Fig. 1: run 1, sequential cells grouped by signal name
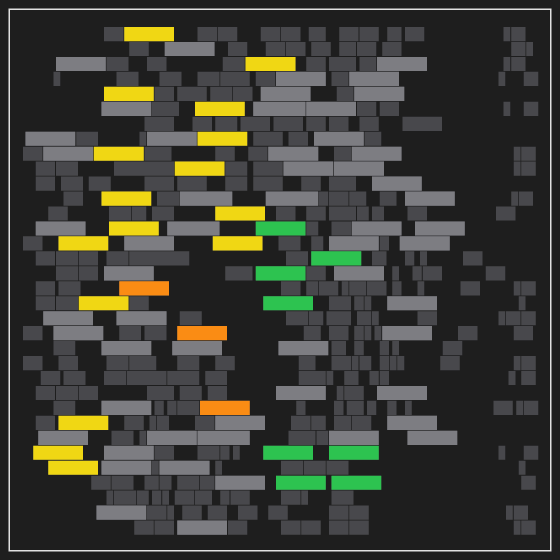
Fig. 2: run 1, cells by drive strength
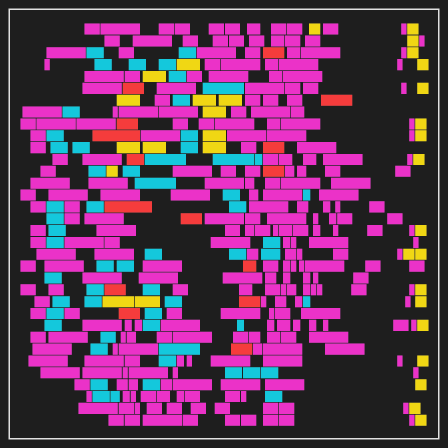
Fig. 3: run 1, congestion heat map
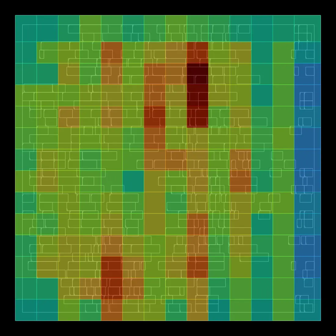
## src/rtl/uart_axil_regs_if.sv

```systemverilog
// AXI-Lite bus interface used by the UART register block and the masters that drive it.
interface taxi_axil_if #(
    parameter int DATA_W = 32,
    parameter int ADDR_W = 32
);
    localparam int STRB_W = DATA_W / 8;

    logic [ADDR_W-1:0] awaddr;
    logic              awvalid;
    logic              awready;
    logic [DATA_W-1:0] wdata;
    logic [STRB_W-1:0] wstrb;
    logic              wvalid;
    logic              wready;
    logic [1:0]        bresp;
    logic              bvalid;
    logic              bready;
    logic [ADDR_W-1:0] araddr;
    logic              arvalid;
    logic              arready;
    logic [DATA_W-1:0] rdata;
    logic [1:0]        rresp;
    logic              rvalid;
    logic              rready;

    modport wr_slv (input awaddr, awvalid, wdata, wstrb, wvalid, bready,
                    output awready, wready, bresp, bvalid);
    modport wr_mst (output awaddr, awvalid, wdata, wstrb, wvalid, bready,
                    input awready, wready, bresp, bvalid);
    modport rd_slv (input araddr, arvalid, rready,
                    output arready, rdata, rresp, rvalid);
    modport rd_mst (output araddr, arvalid, rready,
                    input arready, rdata, rresp, rvalid);
endinterface

```

## src/rtl/uart_axil_regs.sv

```systemverilog
// AXI-Lite register file for a UART: CR1, SR, BRR, RDR, TDR.
// Define UART_AXIL_WSTRB_EN to honour wstrb byte lanes; otherwise every write is full-word.
module uart_axil_regs #(
    parameter int          ADDR_W  = 32,
    parameter int          DATA_W  = 32,
    parameter logic [15:0] BRR_RST = 16'h0364
) (
    input  logic        Clk,
    input  logic        Rst_n,
    taxi_axil_if.wr_slv wr_axil,
    taxi_axil_if.rd_slv rd_axil,
    output logic [2:0]  cr1,
    output logic [15:0] brr,
    output logic [7:0]  tx_data,
    output logic        tx_wr,
    input  logic        tx_busy,
    input  logic [7:0]  rx_data,
    input  logic        rx_valid
);
    typedef enum logic {RD_IDLE, RD_RESP} rd_state_t;

    logic              live_reg;
    logic              aw_full_reg, w_full_reg;
    logic [2:0]        aw_idx_reg;
    logic [15:0]       w_data_reg;
    logic              bvalid_reg;
    logic [1:0]        bresp_reg;
    rd_state_t         rd_state_reg;
    logic              arready_reg, rvalid_reg;
    logic [DATA_W-1:0] rdata_reg;
    logic [1:0]        rresp_reg;
    logic [2:0]        cr1_reg;
    logic [15:0]       brr_reg;
    logic [7:0]        tx_data_reg, rdr_reg;
    logic              tx_wr_reg, rxne_reg, ore_reg;

    logic              awready_int, wready_int, aw_hs, w_hs, ar_hs, commit;
    logic              sr_clr, rdr_read, unused_bits;
    logic [1:0]        strb_eff;
    logic [15:0]       wmask;
    logic [2:0]        rd_idx;
    logic [DATA_W-1:0] rd_word;

    function automatic logic unmapped(input logic [2:0] idx);
        return idx[0] & (idx[1] | idx[2]);
    endfunction

`ifdef UART_AXIL_WSTRB_EN
    logic [1:0] w_strb_reg;
    assign strb_eff    = w_strb_reg;
    assign unused_bits = ^{wr_axil.wstrb[3:2], wr_axil.wdata[31:16],
                           wr_axil.awaddr[ADDR_W-1:5], wr_axil.awaddr[1:0],
                           rd_axil.araddr[ADDR_W-1:5], rd_axil.araddr[1:0]};
`else
    assign strb_eff    = 2'b11;
    assign unused_bits = ^{wr_axil.wstrb, wr_axil.wdata[31:16],
                           wr_axil.awaddr[ADDR_W-1:5], wr_axil.awaddr[1:0],
                           rd_axil.araddr[ADDR_W-1:5], rd_axil.araddr[1:0]};
`endif

    // Only lanes 0 and 1 carry live register bits.
    for (genvar gi = 0; gi < 2; gi++) begin : g_lane
        assign wmask[8*gi +: 8] = {8{strb_eff[gi]}};
    end

    // live_reg holds all readies low until the first edge after reset release.
    assign awready_int = live_reg & ~aw_full_reg;
    assign wready_int  = live_reg & ~w_full_reg;
    assign aw_hs       = wr_axil.awvalid & awready_int;
    assign w_hs        = wr_axil.wvalid & wready_int;
    assign commit      = aw_full_reg & w_full_reg & ~bvalid_reg;
    assign rd_idx      = rd_axil.araddr[4:2];
    assign ar_hs       = rd_axil.arvalid & arready_reg;
    assign rdr_read    = ar_hs & (rd_idx == 3'd4);
    assign sr_clr      = commit & (aw_idx_reg == 3'd1) & strb_eff[0] & w_data_reg[3];

    always_comb begin
        rd_word = '0;
        case (rd_idx)
            3'd0:    rd_word[2:0]  = cr1_reg;
            3'd1:    rd_word[3:0]  = {ore_reg, 1'b0, rxne_reg, ~tx_busy};
            3'd2:    rd_word[15:0] = brr_reg;
            3'd4:    rd_word[7:0]  = rdr_reg;
            default: rd_word = '0;
        endcase
    end

    always_ff @(posedge Clk or negedge Rst_n) begin
        if (!Rst_n) begin
            live_reg    <= 1'b0;
            aw_full_reg <= 1'b0;
            w_full_reg  <= 1'b0;
            aw_idx_reg  <= '0;
            w_data_reg  <= '0;
`ifdef UART_AXIL_WSTRB_EN
            w_strb_reg  <= '0;
`endif
            bvalid_reg  <= 1'b0;
            bresp_reg   <= 2'b00;
            cr1_reg     <= '0;
            brr_reg     <= BRR_RST;
            tx_data_reg <= '0;
            tx_wr_reg   <= 1'b0;
        end else begin
            live_reg  <= 1'b1;
            tx_wr_reg <= 1'b0;
            if (aw_hs) begin
                aw_full_reg <= 1'b1;
                aw_idx_reg  <= wr_axil.awaddr[4:2];
            end
            if (w_hs) begin
                w_full_reg <= 1'b1;
                w_data_reg <= wr_axil.wdata[15:0];
`ifdef UART_AXIL_WSTRB_EN
                w_strb_reg <= wr_axil.wstrb[1:0];
`endif
            end
            if (bvalid_reg && wr_axil.bready)
                bvalid_reg <= 1'b0;
            if (commit) begin
                aw_full_reg <= 1'b0;
                w_full_reg  <= 1'b0;
                bvalid_reg  <= 1'b1;
                bresp_reg   <= unmapped(aw_idx_reg) ? 2'b10 : 2'b00;
                case (aw_idx_reg)
                    3'd0: cr1_reg <= (cr1_reg & ~wmask[2:0]) | (w_data_reg[2:0] & wmask[2:0]);
                    3'd2: brr_reg <= (brr_reg & ~wmask) | (w_data_reg & wmask);
                    3'd6: if (strb_eff[0]) begin
                        tx_data_reg <= w_data_reg[7:0];
                        tx_wr_reg   <= 1'b1;
                    end
                    default: ;
                endcase
            end
        end
    end

    // Incoming bytes take priority over both the RDR-read clear and the ORE W1C.
    always_ff @(posedge Clk or negedge Rst_n) begin
        if (!Rst_n) begin
            rdr_reg  <= '0;
            rxne_reg <= 1'b0;
            ore_reg  <= 1'b0;
        end else begin
            if (rdr_read)
                rxne_reg <= 1'b0;
            if (sr_clr)
                ore_reg <= 1'b0;
            if (rx_valid) begin
                rdr_reg  <= rx_data;
                rxne_reg <= 1'b1;
                if (rxne_reg)
                    ore_reg <= 1'b1;
            end
        end
    end

    always_ff @(posedge Clk or negedge Rst_n) begin
        if (!Rst_n) begin
            rd_state_reg <= RD_IDLE;
            arready_reg  <= 1'b0;
            rvalid_reg   <= 1'b0;
            rdata_reg    <= '0;
            rresp_reg    <= 2'b00;
        end else begin
            case (rd_state_reg)
                RD_IDLE: begin
                    arready_reg <= 1'b1;
                    if (ar_hs) begin
                        rd_state_reg <= RD_RESP;
                        arready_reg  <= 1'b0;
                        rvalid_reg   <= 1'b1;
                        rdata_reg    <= rd_word;
                        rresp_reg    <= unmapped(rd_idx) ? 2'b10 : 2'b00;
                    end
                end
                RD_RESP: begin
                    if (rd_axil.rready) begin
                        rd_state_reg <= RD_IDLE;
                        rvalid_reg   <= 1'b0;
                        arready_reg  <= 1'b1;
                    end
                end
                default: rd_state_reg <= RD_IDLE;
            endcase
        end
    end

    assign wr_axil.awready = awready_int;
    assign wr_axil.wready  = wready_int;
    assign wr_axil.bvalid  = bvalid_reg;
    assign wr_axil.bresp   = bresp_reg;
    assign rd_axil.arready = arready_reg;
    assign rd_axil.rvalid  = rvalid_reg;
    assign rd_axil.rdata   = rdata_reg;
    assign rd_axil.rresp   = rresp_reg;
    assign cr1             = cr1_reg;
    assign brr             = brr_reg;
    assign tx_data         = tx_data_reg;
    assign tx_wr           = tx_wr_reg;
endmodule

```

## src/flat_wrapper.sv

```systemverilog
// flat-port wrapper written by rule: the top's interface ports become plain ports
module uart_axil_regs_flat 
#(
    parameter int          ADDR_W  = 32,
    parameter int          DATA_W  = 32,
    parameter logic [15:0] BRR_RST = 16'h0364
)
  (Clk, Rst_n, cr1, brr, tx_data, tx_wr, tx_busy, rx_data, rx_valid, wr_axil_awaddr, wr_axil_awvalid, wr_axil_wdata, wr_axil_wstrb, wr_axil_wvalid, wr_axil_bready, wr_axil_awready, wr_axil_wready, wr_axil_bresp, wr_axil_bvalid, rd_axil_araddr, rd_axil_arvalid, rd_axil_rready, rd_axil_arready, rd_axil_rdata, rd_axil_rresp, rd_axil_rvalid);
  taxi_axil_if #(.DATA_W(DATA_W), .ADDR_W(ADDR_W)) wr_axil_i ();
  taxi_axil_if #(.DATA_W(DATA_W), .ADDR_W(ADDR_W)) rd_axil_i ();
  input  logic Clk;
  input  logic Rst_n;
  output logic [2:0] cr1;
  output logic [15:0] brr;
  output logic [7:0] tx_data;
  output logic tx_wr;
  input  logic tx_busy;
  input  logic [7:0] rx_data;
  input  logic rx_valid;
  input wire logic [$bits(wr_axil_i.awaddr)-1:0] wr_axil_awaddr;
  input wire logic [$bits(wr_axil_i.awvalid)-1:0] wr_axil_awvalid;
  input wire logic [$bits(wr_axil_i.wdata)-1:0] wr_axil_wdata;
  input wire logic [$bits(wr_axil_i.wstrb)-1:0] wr_axil_wstrb;
  input wire logic [$bits(wr_axil_i.wvalid)-1:0] wr_axil_wvalid;
  input wire logic [$bits(wr_axil_i.bready)-1:0] wr_axil_bready;
  output wire logic [$bits(wr_axil_i.awready)-1:0] wr_axil_awready;
  output wire logic [$bits(wr_axil_i.wready)-1:0] wr_axil_wready;
  output wire logic [$bits(wr_axil_i.bresp)-1:0] wr_axil_bresp;
  output wire logic [$bits(wr_axil_i.bvalid)-1:0] wr_axil_bvalid;
  input wire logic [$bits(rd_axil_i.araddr)-1:0] rd_axil_araddr;
  input wire logic [$bits(rd_axil_i.arvalid)-1:0] rd_axil_arvalid;
  input wire logic [$bits(rd_axil_i.rready)-1:0] rd_axil_rready;
  output wire logic [$bits(rd_axil_i.arready)-1:0] rd_axil_arready;
  output wire logic [$bits(rd_axil_i.rdata)-1:0] rd_axil_rdata;
  output wire logic [$bits(rd_axil_i.rresp)-1:0] rd_axil_rresp;
  output wire logic [$bits(rd_axil_i.rvalid)-1:0] rd_axil_rvalid;
  assign wr_axil_i.awaddr = wr_axil_awaddr;
  assign wr_axil_i.awvalid = wr_axil_awvalid;
  assign wr_axil_i.wdata = wr_axil_wdata;
  assign wr_axil_i.wstrb = wr_axil_wstrb;
  assign wr_axil_i.wvalid = wr_axil_wvalid;
  assign wr_axil_i.bready = wr_axil_bready;
  assign wr_axil_awready = wr_axil_i.awready;
  assign wr_axil_wready = wr_axil_i.wready;
  assign wr_axil_bresp = wr_axil_i.bresp;
  assign wr_axil_bvalid = wr_axil_i.bvalid;
  assign rd_axil_i.araddr = rd_axil_araddr;
  assign rd_axil_i.arvalid = rd_axil_arvalid;
  assign rd_axil_i.rready = rd_axil_rready;
  assign rd_axil_arready = rd_axil_i.arready;
  assign rd_axil_rdata = rd_axil_i.rdata;
  assign rd_axil_rresp = rd_axil_i.rresp;
  assign rd_axil_rvalid = rd_axil_i.rvalid;
  uart_axil_regs #(.ADDR_W(ADDR_W), .DATA_W(DATA_W), .BRR_RST(BRR_RST)) u_core (.Clk(Clk), .Rst_n(Rst_n), .wr_axil(wr_axil_i), .rd_axil(rd_axil_i), .cr1(cr1), .brr(brr), .tx_data(tx_data), .tx_wr(tx_wr), .tx_busy(tx_busy), .rx_data(rx_data), .rx_valid(rx_valid));
endmodule
```

## config.mk

```make
export PLATFORM = sky130hd
export DESIGN_NAME = uart_axil_regs_flat
export DESIGN_NICKNAME = d
export VERILOG_FILES = /design/src/rtl/uart_axil_regs_if.sv /design/src/rtl/uart_axil_regs.sv /design/src/flat_wrapper.sv
export SDC_FILE = /design/constraint.sdc
export NUM_CORES = 1
export LEC_CHECK = 0
export ABC_CLOCK_PERIOD_IN_PS = 2000
export CORE_MARGIN = 2
export CORE_UTILIZATION = 39
export DETAILED_ROUTE_END_ITERATION = 8
export GPL_TIMING_DRIVEN = 0
export PLACE_DENSITY = 0.85
export SLEW_MARGIN = 20
export SYNTH_ARGS = -nofsm -noshare
export SYNTH_HDL_FRONTEND = slang
export SYNTH_SLANG_ARGS = --single-unit
```

## constraint.sdc

```tcl
create_clock -name Clk -period 2 [get_ports Clk]
set_input_delay 0.3 -clock Clk [delete_from_list [all_inputs] [get_ports Clk]]
set_output_delay 0.3 -clock Clk [all_outputs]
set_load 0.005 [all_outputs]
```

==> Slide: Implementation Results, run 1 <==
Key Metrics from the Run

Logic synthesis
  – Cell area after synthesis: 3460 sq um
  – FFs w/ async S/R, synth: 100%
  – Post-synthesis cell type with the largest instance count: sky130_fd_sc_hd__dfrtp_1
  – Cells taking the most area after synthesis: sky130_fd_sc_hd__dfrtp_1 (56%), sky130_fd_sc_hd__mux2_2 (15%), sky130_fd_sc_hd__mux2_4 (4.3%)
  – Commonest register cell after synthesis: sky130_fd_sc_hd__dfrtp_1
  – Cell type with the highest aggregate area in the netlist: sky130_fd_sc_hd__dfrtp_1
  – Chip area line of the yosys report: 3460 sq um
  – Post-synthesis sequential element count: 82

Global route
  – Sum of overflow across all layers after global routing: 0
  – Largest net degree at the start of global routing: 46
  – Global-route wire length before repair: 12.1 mm

Pwr
  – Proportion of power drawn by flip-flops and latches: 45.7%

Final layout
  – Most used logic cell in the final layout: sky130_fd_sc_hd__clkdlybuf4s50_1
  – Area grow syn2layout: 38.2%
  – Non-filler instance count after layout: 478
  – Sequential standard cell area: 2060 sq um

Critical path
  – Worst-case register-to-register setup slack: 0.45 ns
  – Slowest stage delay, CP: 0.52 ns
  – Setup crit end: wr_axil_wready
  – Maximum fanout count along the critical path: 5

Final timing
  – Worst setup slack after layout: 0.140 ns
  – Time the worst path needs with I/O delays and setup: 1.86 ns
  – RSZ-0062 raised after global routing: no
  – Setup violation total in the final timing report: 0
  – Hold Vio Cnt, Final: 0

Min path
  – Hold crit path type: in -> reg

Clock tree
  – Post-CTS Resized: 0
  – Master cell of the clock root buffer: sky130_fd_sc_hd__clkbuf_8
  – CTS hold repair buffers: 1

Run status
  – Status: completed

Floorplan
  – I/O pins: 186
  – N_taps: 108
  – Chip area: 9650 sq um

Detailed routing
  – Pre-Repair DR Iteration Count: 4

Placed design
  – HPWL after DPL: 5.83 mm
About Fig. 1:
u_core.cr1 -> orange  # flops 3
u_core.w_data_reg -> yellow  # flops 16
u_core.rdr_reg -> green  # flops 8
not colored = 55
seq pwr: 2850 uW
share of cell area taken by flip-flops and latches: 43.0%
Post-Route Utilization: 55.1%

About Fig. 2:
x6 and larger -> red  # cells 15
x3 and x4 -> yellow  # cells 32
x2 -> cyan  # cells 58
x1 and smaller -> magenta  # cells 265

About Fig. 3:
met2 track demand over resource: 26.9%
routed len/inst: 15.9 microns
global route hottest layer: met2
Global Route Usage Sum: 16.0%
GRT met3 Usage: 3.08%

==> run 1: metrics by stage <==
stage	TNS [ns]	area (sq um)
2_1_floorplan	0	3530
3_5_place_dp	0	4560
6_report	0	4780
3_3_place_gp	-170.00	4540
4_1_cts	0	4780
5_1_grt	0	4780
==> run 1: routing by layer <==
metal	up-vias	track usage, %
met4	0	6.11
met1	1158	20.6
met3	9	3.08
met5	-	0
li1	1088	-
met2	66	26.9
==> run 1: kinds of logic (layout without fill, tap and decap cells) <==
group                  after synthesis  in the layout  share of synthesized area, %
flip-flops                          82             82                          59.5
multiplexers                        57             57                          19.6
AND-OR/OR-AND                       35             35                          6.98
other                                2             19                         0.217
AND/OR/NAND/NOR                     41             41                          8.02
buffers and inverters               31            136                          5.75
--- run 2 (diff from run 1) ---
Settings changed: ABC_CLOCK_PERIOD_IN_PS 2000 to 2100.
Clock period 2 ns to 2.1 ns, I/O delays scaled along.
Fig. 4: run 2, congestion heat map
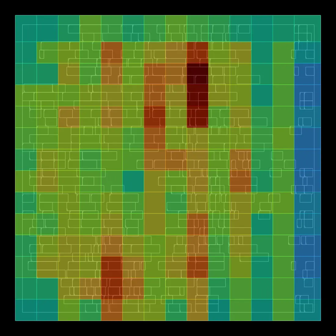
Global Route met1 Usage: 20.6%

==> run 2 against run 1 <==
Clock power fell by 5%. Final area did not move. Core utilization did not move. Sequential power fell by 5%. Sequential share of layout area did not move. Largest cell class unchanged. Highest routed layer unchanged.
==> Slide: Implementation Results, run 2 <==
Key Metrics from the Run

Run status
  – Status: completed

Logic synthesis
  – Post-synthesis share of cell area spent on xor and xnor gates: 0% (unchanged)
  – Cells taking the most area after synthesis: sky130_fd_sc_hd__dfrtp_1 (56%), sky130_fd_sc_hd__mux2_2 (15%), sky130_fd_sc_hd__mux2_4 (4.3%)
  – Area share of fa/ha/maj cells after synthesis: 0% (unchanged)
  – Cell count listed in synth_stat.txt: 248
  – Chip area line of the yosys report: 3460 sq um (unchanged)
  – Post-synthesis sequential element count: 82 (unchanged)
  – Portion of netlist area occupied by mux cells: 19.6% (unchanged)
  – Dominant combinational cell family by area after synthesis: multiplexers
  – Post-synthesis cell type with the largest instance count: sky130_fd_sc_hd__dfrtp_1
  – Mapped Cells: 248
  – FFs w/ async S/R, synth: 100% (unchanged)
  – Cell type with the highest aggregate area in the netlist: sky130_fd_sc_hd__dfrtp_1
  – Commonest register cell after synthesis: sky130_fd_sc_hd__dfrtp_1
  – Post-synthesis simple-gate area fraction: 8.02% (unchanged)
  – Share of synthesized cell area in and-or and or-and compound cells: 6.98% (unchanged)

Global route
  – Global-route wire length before repair: 12.1 mm (unchanged)
  – Sum of overflow across all layers after global routing: 0 (unchanged)
  – Global Route Usage Sum: 16.0% (unchanged)
  – Largest net degree at the start of global routing: 46 (unchanged)

Pwr
  – Proportion of power drawn by flip-flops and latches: 45.7% (about the same)
  – Power group with the largest share: registers
  – Seq pwr: 2720 uW (-5%)

Detailed routing
  – Pre-Repair DR Iteration Count: 4 (unchanged)
  – Routed len/inst: 15.9 microns (unchanged)

Final layout
  – Sequential standard cell area: 2060 sq um (unchanged)
  – Post-route cell area: 4780 sq um (unchanged)
  – Non-filler instance count after layout: 478 (unchanged)
  – Post-Route Utilization: 55.1% (unchanged)
  – Share of cell area taken by flip-flops and latches: 43.0% (unchanged)

Final timing
  – Post-Route Setup TNS: 0 ns (unchanged)
  – Setup violation total in the final timing report: 0 (unchanged)
  – Time the worst path needs with I/O delays and setup: 1.87 ns
  – Hold Vio Cnt, Final: 0 (unchanged)
  – Worst setup slack after layout: 0.225 ns (+0.0850 ns)
  – RSZ-0062 raised after global routing: no

Placed design
  – Cell Area, Placed: 4560 sq um (unchanged)

Critical path
  – Worst-case register-to-register setup slack: 0.55 ns (+0.10 ns)
  – Maximum fanout count along the critical path: 5 (unchanged)
  – Setup crit end: wr_axil_wready

Clock tree
  – Master cell of the clock root buffer: sky130_fd_sc_hd__clkbuf_8
  – Post-CTS Resized: 0 (unchanged)
  – CTS hold repair buffers: 1 (unchanged)

Min path
  – Hold crit path type: in -> reg

Floorplan
  – Chip area: 9650 sq um (unchanged)
Fig. 5: run 2, cells colored by class
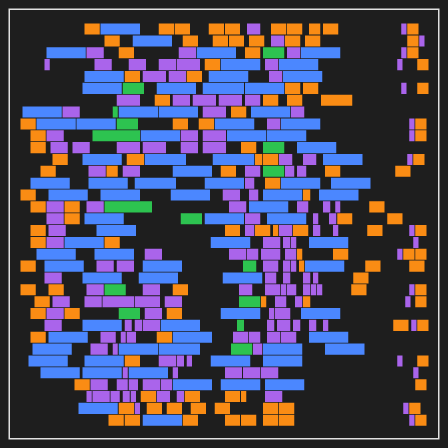
remaining logic cells -> purple  # cells 155, share of their area 28%
sequential cells -> blue  # cells 82, share of their area 44%
remaining buffers and delay cells -> orange  # cells 118, share of their area 24%
clock drivers and dummy loads -> green  # cells 15, share of their area 4.6%
row count: 34
floorplan core area: 8680 sq um

==> run 2: cell counts after synthesis <==
No cell type changed its count.
==> run 2: kinds of logic (layout without fill, tap and decap cells) <==
| family | after synthesis | count (layout) |
|---|---|---|
| muxes | 57 | 57 |
| other | 2 | 19 |
| buffers and inverters | 31 | 136 |
| DFF | 82 | 82 |
| AOI/OAI and AO/OA | 35 | 35 |
| and+or+nand+nor | 41 | 41 |
==> run 2: metal layers <==
metal / GRT usage (%) / part of all wire (%) / vias to the layer above
li1: - / - / 1088
met1: 20.6 / 43 / 1158
met2: 26.9 / 51 / 66
met3: 3.08 / 4.4 / 9
met4: 6.11 / 1.5 / 0
met5: 0 / 0 / -
Power and IR drop assume default switching activity.
